==> src/rtl/i4003_loader.sv <==
// Serializer that loads a chain of i4003 shift registers MSB first and
// captures the chain's returning serial output as read-back of the prior contents.
module i4003_loader #(
  parameter int SYSCLK_TCY         = 20,
  parameter int WIDTH              = 10,
  parameter int CP_LOW_NS          = 500,
  parameter int CP_HIGH_NS         = 500,
  parameter int BLANK_DURING_SHIFT = 1
) (
  input  logic             sysclk,
  input  logic             sysreset_n,
  input  logic [WIDTH-1:0] load_data,
  input  logic             load_valid,
  output logic             load_ready,
  output logic             cp,
  output logic             sr_data,
  input  logic             sr_return,
  output logic             enable,
  output logic [WIDTH-1:0] readback_data,
  output logic             done
);

  localparam int LOW_CY  = (CP_LOW_NS + SYSCLK_TCY - 1) / SYSCLK_TCY;
  localparam int HIGH_CY = (CP_HIGH_NS + SYSCLK_TCY - 1) / SYSCLK_TCY;
  localparam int CNT_MAX = (LOW_CY > HIGH_CY) ? LOW_CY : HIGH_CY;
  localparam int CNT_W   = (CNT_MAX > 1) ? $clog2(CNT_MAX) : 1;
  localparam int K_W     = (WIDTH > 1) ? $clog2(WIDTH) : 1;

  localparam logic [CNT_W-1:0] LOW_LAST  = CNT_W'(LOW_CY - 1);
  localparam logic [CNT_W-1:0] HIGH_LAST = CNT_W'(HIGH_CY - 1);
  localparam logic [K_W-1:0]   K_LAST    = K_W'(WIDTH - 1);

  typedef enum logic [1:0] {S_IDLE, S_LOW, S_HIGH, S_TAIL} state_t;

  state_t           state, state_n;
  logic [CNT_W-1:0] cnt, cnt_n;
  logic [K_W-1:0]   k, k_n;
  logic [WIDTH-1:0] sbuf, sbuf_n;
  logic [WIDTH-1:0] rb_shift, rb_shift_n;
  logic [WIDTH-1:0] readback_n;
  logic             cp_n, sr_data_n, enable_n, done_n;

  assign load_ready = (state == S_IDLE);

  always_comb begin
    state_n    = state;
    cnt_n      = cnt + CNT_W'(1);
    k_n        = k;
    sbuf_n     = sbuf;
    rb_shift_n = rb_shift;
    readback_n = readback_data;
    enable_n   = enable;
    done_n     = 1'b0;
    case (state)
      S_IDLE: begin
        cnt_n = '0;
        if (load_valid) begin
          sbuf_n  = load_data;
          k_n     = '0;
          state_n = S_LOW;
          if (BLANK_DURING_SHIFT != 0) enable_n = 1'b0;
        end
      end
      S_LOW: begin
        if (cnt == LOW_LAST) begin
          // Shifting in MSB first leaves the first sample in bit WIDTH-1.
          rb_shift_n = {rb_shift[WIDTH-2:0], sr_return};
          cnt_n      = '0;
          state_n    = S_HIGH;
        end
      end
      S_HIGH: begin
        if (cnt == HIGH_LAST) begin
          cnt_n  = '0;
          sbuf_n = {sbuf[WIDTH-2:0], 1'b0};
          if (k == K_LAST) begin
            state_n = S_TAIL;
          end else begin
            k_n     = k + K_W'(1);
            state_n = S_LOW;
          end
        end
      end
      S_TAIL: begin
        if (cnt == LOW_LAST) begin
          cnt_n      = '0;
          done_n     = 1'b1;
          enable_n   = 1'b1;
          readback_n = rb_shift;
          state_n    = S_IDLE;
        end
      end
      default: state_n = S_IDLE;
    endcase
    // cp and sr_data are registered from next-state values so they are glitch-free.
    cp_n      = (state_n == S_HIGH);
    sr_data_n = ((state_n == S_LOW) || (state_n == S_HIGH)) ? sbuf_n[WIDTH-1] : 1'b0;
  end

  always_ff @(posedge sysclk) begin
    if (!sysreset_n) begin
      state         <= S_IDLE;
      cnt           <= '0;
      k             <= '0;
      sbuf          <= '0;
      rb_shift      <= '0;
      readback_data <= '0;
      cp            <= 1'b0;
      sr_data       <= 1'b0;
      enable        <= 1'b0;
      done          <= 1'b0;
    end else begin
      state         <= state_n;
      cnt           <= cnt_n;
      k             <= k_n;
      sbuf          <= sbuf_n;
      rb_shift      <= rb_shift_n;
      readback_data <= readback_n;
      cp            <= cp_n;
      sr_data       <= sr_data_n;
      enable        <= enable_n;
      done          <= done_n;
    end
  end

endmodule
==> config.mk <==
export PLATFORM = sky130hd
export DESIGN_NAME = i4003_loader
export DESIGN_NICKNAME = d
export VERILOG_FILES = /design/src/rtl/i4003_loader.sv
export SDC_FILE = /design/constraint.sdc
export NUM_CORES = 1
export LEC_CHECK = 0
export CAP_MARGIN = 20
export CORE_MARGIN = 4
export CORE_UTILIZATION = 51
export DETAILED_ROUTE_END_ITERATION = 8
export HOLD_SLACK_MARGIN = 0.05
export PLACE_DENSITY = 0.77
export SLEW_MARGIN = 5
export SYNTH_ARGS = -nofsm -noshare
export SYNTH_HDL_FRONTEND = slang
export SYNTH_SLANG_ARGS = --single-unit
==> constraint.sdc <==
create_clock -name sysclk -period 4.4 [get_ports sysclk]
set_clock_uncertainty 0.1 [all_clocks]
set_input_delay 0.88 -clock sysclk [delete_from_list [all_inputs] [get_ports sysclk]]
set_output_delay 0.88 -clock sysclk [all_outputs]
set_load 0.01 [all_outputs]
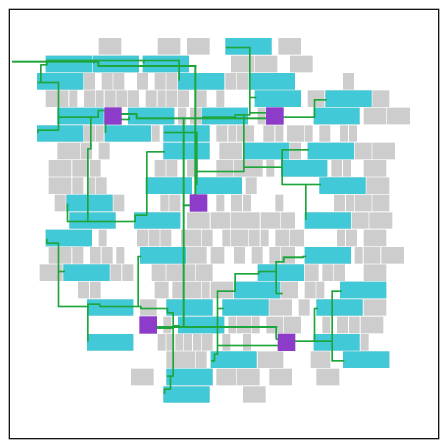
*Clock network drawn from the DEF*
- cyan: flip-flops (count 45)
- green: clock wires (length 472 um)
- purple: cells driving clock nets (count 5)
- routed clock nets: 6
clock power share: 0.292
clk_lat worst skew: 360 ps

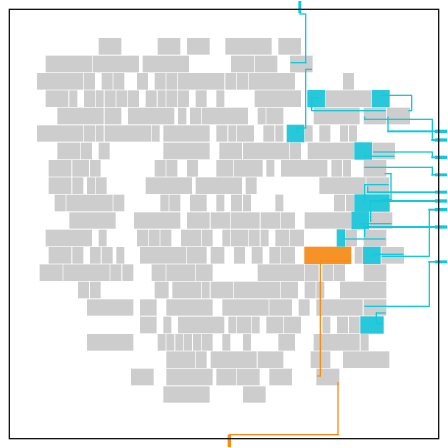
*Wires at chosen ports, followed through buffers*
- cyan: load_data (direction input; end cells 10; buffers 10; wire 203 um)
- orange: sr_data (direction output; end cells 1; buffers 1; wire 48.4 um)
num ports: 29
number of port buffers: 28

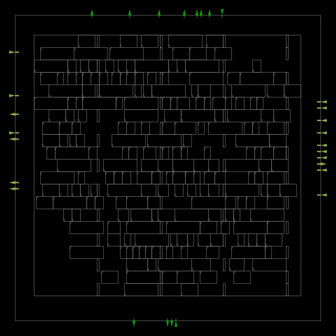
*Placement view*
Filler cells: 291
Core Box Area: 0.003337 mm2
tap cells: 46

==> out/results.tsv <==
stage	metric	value	unit
run_status	status	finished, final reports clean	
synth	mapped cell area	0.001769	mm2
final_layout	Signal buffers	30	
run	tool warning count	28	
synth	Yosys top cell area share	0.5092	
final_timing	Slew Viols, Final	0	
final_layout	Combinational Area	772.0	um2
routing	DR WL met2	1754	um
power	Sw Pwr	154.2	uW
final_timing	final worst slack	1789	ps
hold_path	worst hold stages	2	
global_routing	grt met3 use	0.05565	
power	Biggest consumer	registers	
global_routing	initial antenna violation count	0	
worst_setup_path	Buf+Inv Stages, Crit Path	3	
final_layout	buffering overhead	0.1406	
worst_setup_path	crit path kind	input pin to flop	
final_layout	Final nets	242	
global_routing	gr busiest metal	met2	
synth	Seq share, synth	0.5092	
worst_setup_path	R2R cell count	7	
final_timing	RSZ-0062 raised after global routing	false	
power	pwr dens	310.9	mW/mm2
place	routability cong.	0.7726	
synth	count of library flops with an enable pin	0	
synth	aoi share	0.1655	
routing	WL met1	1540	um
floorplanning	FP Util	0.5302	
hold_path	hold_sp	sbuf[6]	
final_layout	sequential cell area share	0.4288	
worst_setup_path	CP delay by family, top	buffers and inverters	
power	P_seq	419	uW
worst_setup_path	critical path depth in cells	5	
power	Comb. pwr	43.2	uW
power	Sw Ratio	0.2360	
routing	ANT nets after route	0	
clocking	Post-CTS Setup Repair Bufs	0	
final_layout	most numerous logic cell after layout	dfxtp_1	
floorplanning	die width	66.90	um
power	Power, Total	653.1	uW
power	Seq pwr share	0.642	
final_layout	Area Overhead vs Synth	18.74	%
final_layout	Top Registers	rb_shift: 10 flops, readback_data: 10 flops, sbuf: 10 flops	
final_timing	Worst slew margin	0.5239	
worst_setup_path	crit path DRT	4590	ps
final_layout	logic share of the area	0.3675	
synth	Post-Syn Nets	220	
clocking	Num CTS Buffers	5	
final_timing	final hold vios	0	
final_timing	Final Setup Violations	0	
Power figures rest on the tool's default switching activity, not on a simulated workload.
